Design div_unit, sky130hd; sources not shown.
==> run_1/m1.png <==
Drawn at 2 px/um. Supply wires on this layer in gray.
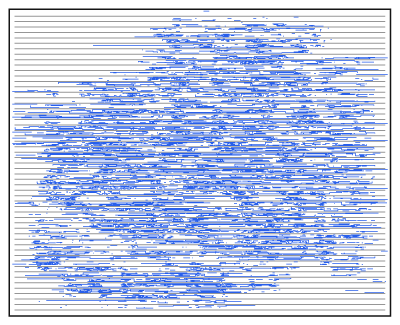
nets with wire on the layer: 1,482
wire length on this layer: 17,900 um
main direction: horizontal
grt met1 use: 0.376
vias post-DR: 10,900

==> run_1/m2.png <==
Drawn at 1.5 px/um.
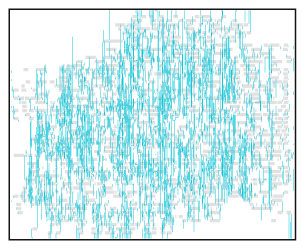
main direction: vertical
wire length on this layer: 14,300 um
global-route track usage on met2: 0.344
routed wire length: 35.8 mm

==> run_1/m3.png <==
Drawn at 2 px/um.
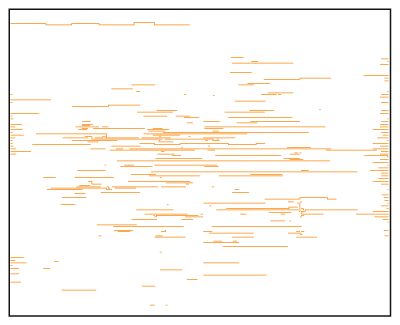
longest straight run: 106 um
wire length on this layer: 2,930 um
nets with wire on the layer: 206
main direction: horizontal
share of all routed wire: 8.2%
met3 Resource Use GR: 0.0502

==> run_1/m4.png <==
Drawn at 2 px/um. Supply wires on this layer in gray.
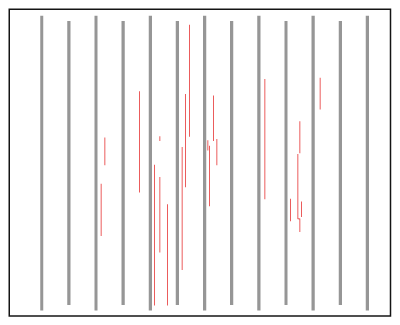
main direction: vertical
longest straight run: 70.0 um
wire length on this layer: 632 um
share of all routed wire: 1.8%
nets with wire on the layer: 15

==> run summary, run 1 <==
Figures from the implementation reports.

- The run finished with clean final reports.
- The depth of the CTS H-tree reads 4.
- The portion of the post-synthesis area used by sequential elements is 0.315.
- The routed length per placed instance reads 18.9 um.
- The group drawing the most power reads combinational logic.
- The switching fraction of total power is 0.401.
- The floorplan net count is 1,541.
- The maximum number of pins on one net before global-route repair reads 103.
- The smallest clock period supported by the final layout is computed as 5.23 ns.
- The first-pass GRT wire length reads 56.1 mm.
- According to the timing report, the data required time at the worst endpoint equals 8.16 ns.
- The number of setup buffers added after CTS reads 0.
- The portion of the layout cell area used by clock cells reads 0.0453.
- The signal on the critical path passes through clkdlybuf4s50_1 > or4_1 > nor4_1 > and2_1 > nand4_1 > nor4_4 > nor3_2 > buf_4 > mux2i_1 > nor2_1.
- The relative contribution of the clock network to total power reads 0.274.
- The switching component of the power reads 1.26 mW.
- The routability-driven placement congestion ratio is 0.912.
- In this run, the number of DRC markers left after iteration 0 of detailed routing was 959.
- The count of hold-fix buffers inserted at cts is 0.
- The number of iterations in the first detailed-routing pass is 5.
run 1: cells in the final DEF, fill, tap and decap left out, types with 6 or more instances in the layout:
cell and instances:
sky130_fd_sc_hd__clkdlybuf4s50_1 133, sky130_fd_sc_hd__a21oi_1 95, sky130_fd_sc_hd__o21ai_0 112, sky130_fd_sc_hd__inv_1 62, sky130_fd_sc_hd__o31ai_1 25, sky130_fd_sc_hd__nand2_1 125
sky130_fd_sc_hd__o41ai_1 15, sky130_fd_sc_hd__nor3_1 33, sky130_fd_sc_hd__a21o_1 11, sky130_fd_sc_hd__a31oi_1 8, sky130_fd_sc_hd__mux2i_1 11, sky130_fd_sc_hd__or3_1 12
sky130_fd_sc_hd__and2_1 9, sky130_fd_sc_hd__or4_1 16, sky130_fd_sc_hd__o221ai_1 23, sky130_fd_sc_hd__nand4_1 16, sky130_fd_sc_hd__and3_1 7, sky130_fd_sc_hd__nand3_1 20
sky130_fd_sc_hd__a211oi_1 89, sky130_fd_sc_hd__xnor2_1 54, sky130_fd_sc_hd__nand2b_1 8, sky130_fd_sc_hd__clkbuf_16 17, sky130_fd_sc_hd__or2_2 7, sky130_fd_sc_hd__nor2_1 177
sky130_fd_sc_hd__o21a_1 6, sky130_fd_sc_hd__buf_4 14, sky130_fd_sc_hd__a221oi_1 8, sky130_fd_sc_hd__o211ai_1 13, sky130_fd_sc_hd__nor4_1 15, sky130_fd_sc_hd__ha_1 40
sky130_fd_sc_hd__xor2_1 90, sky130_fd_sc_hd__dfxtp_1 172
run 1: logic make-up after synthesis:
family / count (synthesis) / share of synthesized area
and+or+nand+nor: 467 / 0.197
AOI/OAI and AO/OA: 450 / 0.267
DFF: 174 / 0.315
buffers and inverters: 145 / 0.0495
xor gates and xnor gates: 144 / 0.114
adders and majority gates: 41 / 0.0471
muxes: 11 / 0.00996
run 1: synthesized netlist by cell type (13+ instances only):
cell / count
sky130_fd_sc_hd__xnor2_1: 54
sky130_fd_sc_hd__a211oi_1: 89
sky130_fd_sc_hd__or4_1: 16
sky130_fd_sc_hd__nand3_1: 20
sky130_fd_sc_hd__o31ai_1: 25
sky130_fd_sc_hd__o221ai_1: 23
sky130_fd_sc_hd__dfxtp_1: 174
sky130_fd_sc_hd__ha_1: 40
sky130_fd_sc_hd__xor2_1: 90
sky130_fd_sc_hd__nor2_1: 179
sky130_fd_sc_hd__o41ai_1: 15
sky130_fd_sc_hd__nand2_1: 125
sky130_fd_sc_hd__nand4_1: 16
sky130_fd_sc_hd__o21ai_0: 112
sky130_fd_sc_hd__nor4_1: 15
sky130_fd_sc_hd__nor3_1: 34
sky130_fd_sc_hd__o211ai_1: 13
sky130_fd_sc_hd__clkbuf_1: 76
sky130_fd_sc_hd__a21oi_1: 95
sky130_fd_sc_hd__inv_1: 62
run 1: per-stage QoR:
step / area (um^2) / setup slack (ns) / hold WS (ns) / cells
CTS: 13300 / 2.90 / 0.317 / 1892
detailed placement: 12700 / 2.43 / 0.302 / 1860
global placement: 12700 / 2.50 / 0.293 / 1860
floorplan: 11100 / 3.82 / 0.282 / 1432
global route: 13300 / 2.43 / 0.325 / 1892
finish: 13300 / 2.77 / 0.316 / 1892
==> run 2: changes to the inputs <==
ABC_CLOCK_PERIOD_IN_PS = 4600   (was 8000)
PLACE_DENSITY = 0.66   (was 0.64)
clock period = 4.6 ns   (was 8 ns; I/O delays follow)
==> run_2/m3.png <==
Drawn at 2 px/um.
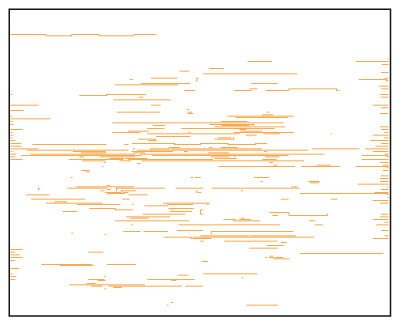
share of all routed wire: 9.7%
main direction: horizontal
longest straight run: 92.0 um
nets with wire on the layer: 208
vias post-DR: 11,100
met3 Resource Use GR: 0.0610
routed wire length: 35.7 mm

==> run_2/m2.png <==
Drawn at 1.5 px/um.
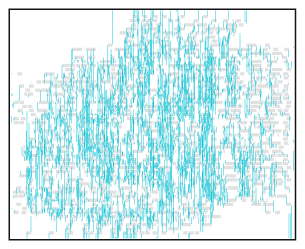
wire length on this layer: 14,100 um
nets with wire on the layer: 1,316
share of all routed wire: 40%
longest straight run: 52.5 um
main direction: vertical
global-route track usage on met2: 0.338

==> run 2 against run 1 <==
Critical endpoint is now quo[27]$_SDFFE_PP0P_; global-route usage about the same; flip-flop count did not move; sequential power increased by 73%; via count up 1.1%; largest power group unchanged.
==> run summary, run 2 <==
Figures from the implementation reports.

- TritonRoute reported its final design rule violation total as 0.
- The run finished with clean final reports.
- The post-synthesis cell count reads 1,432.
- The xor/xnor cell area share of the yosys netlist is 0.114 (unchanged).
- The routed length per placed instance was 18.7 um (-1.0%).
- The report lists the number of standard-cell rows as 54.
- The first-pass GRT wire length is 56.4 mm (+0.47%).
- A synthesized cell averages 7.72 um^2.
- The worst supply voltage drop on vdd reads 0.295 mV.
- The tool flagged a number of max-cap violations equal to 0.
- The number of setup buffers added after CTS was 0 (unchanged).
- The clock tree from TritonCTS is yes.
- The number of iterations in the first detailed-routing pass reads 5 (unchanged).
- The number of DRC markers after the initial detailed-route iteration reads 790 (-18%).
- The final standard cell area without fillers was 13,400 um^2 (+0.82%).
- The worst endpoint required time reads 4.83 ns (-3.33 ns).
- The total cells reported by yosys after synthesis is 1,432.
- The most common cell after layout, fill and taps aside reads sky130_fd_sc_hd__nor2_1.
- The main logic family after synthesis is AND-OR/OR-AND gates.
- The post-synthesis compound-gate area fraction is 0.267 (unchanged).
- Traced cell by cell, the critical path runs through clkdlybuf4s50_1 > or4_1 > nor4_1 > nand3_1 > nor4_1 > nand2_1 > o41ai_1 > xor2_1 > o311a_1 > nor3_1.
- The share of final-layout standard cells stronger than drive strength 1 reads 0.0551.
- The routed design could run at a clock period as short as 3.97 ns.
- The adder and majority gate portion of the synthesized area came to 0.0471 (unchanged).
- The area fraction in mux cells is 0.00996 (unchanged).
- The count of hold-fix buffers inserted at cts reads 0 (unchanged).
- The slew at the pin with the worst max-slew slack reads 0.831 ns.
- The highest attainable clock frequency reads 0.252 GHz.
- The routability-driven placement congestion ratio is 0.939 (+2.9%).
- The worst-case setup slack after placement came to 0.263 ns (-2.17 ns).
- The slack of the critical path is 0.626 ns (-2.14 ns).
- The floorplan net count was 1,541 (unchanged).
- The commonest cells after synthesis are 179 x sky130_fd_sc_hd__nor2_1, 174 x sky130_fd_sc_hd__dfxtp_1, 125 x sky130_fd_sc_hd__nand2_1.
- The placed instance area reads 12,800 um^2 (+1.1%).
- The depth of the CTS H-tree reads 4 (unchanged).
- By instance count after routing, the leading logic cell types are 177 x sky130_fd_sc_hd__nor2_1, 172 x sky130_fd_sc_hd__dfxtp_1, 133 x sky130_fd_sc_hd__clkdlybuf4s50_1.
- The maximum number of pins on one net before global-route repair is 83 (-19%).
- The vertical die dimension reported for this design is 153 um.
- The share of synthesized cell area in and, or, nand and nor gates is 0.197 (unchanged).
- The top cell type by instance count after synthesis reads sky130_fd_sc_hd__nor2_1.
- Using the TritonRoute via totals, the vias-per-cell ratio works out to 5.80.
- The detail route stage leaves a number of antenna-violating nets equal to 0.
- The portion of the post-synthesis area used by sequential elements reads 0.315 (unchanged).
==> run 2: cell counts after synthesis <==
Identical to the previous run, type by type.
==> run 2: layout make-up <==
class | count | area (um^2)
Sequential cell | 174 | 3490
Clock inverter | 15 | 146
Fill cell | 2720 | 13900
Multi-Input combinational cell | 1113 | 7040
Clock buffer | 17 | 425
Tap cell | 364 | 455
Inverter | 62 | 233
Timing Repair Buffer | 162 | 1570
==> run 2: per-stage QoR <==
stage,hold WS [ns],instances,utilization
6_report,0.315,1907,0.491
5_1_grt,0.345,1907,0.491
4_1_cts,0.315,1907,0.491
3_5_place_dp,0.303,1875,0.470
3_3_place_gp,0.295,1875,0.470
2_1_floorplan,0.282,1432,-
==> run 2: per-layer routing <==
layer,GRT usage,vias up
li1,-,5426
met1,0.372,5138
met2,0.338,444
met3,0.0610,51
met4,0.0731,0
met5,0,-
==> run 2: power breakdown <==
group / internal [mW] / switching [mW]
Sequential: 1.70 / 0.205
Combinational: 0.806 / 1.25
Clock: 0.719 / 0.715
==> run 2: critical path, delay by kind of cell <==
family          cells  cell delay, ns
compound gates      2            0.65
simple gates        6            1.93
xor+xnor            1            0.13
buf+inv             1            0.55
==> run 2: kinds of logic (layout without fill, tap and decap cells) <==
kind of cell / Yosys count / after routing
and+or+nand+nor: 467 / 467
AOI/OAI and AO/OA: 450 / 450
DFF: 174 / 174
buffers and inverters: 145 / 256
xor gates and xnor gates: 144 / 144
adders and majority gates: 41 / 41
muxes: 11 / 11
No activity file was given, so power comes from the tool's default toggle rates.
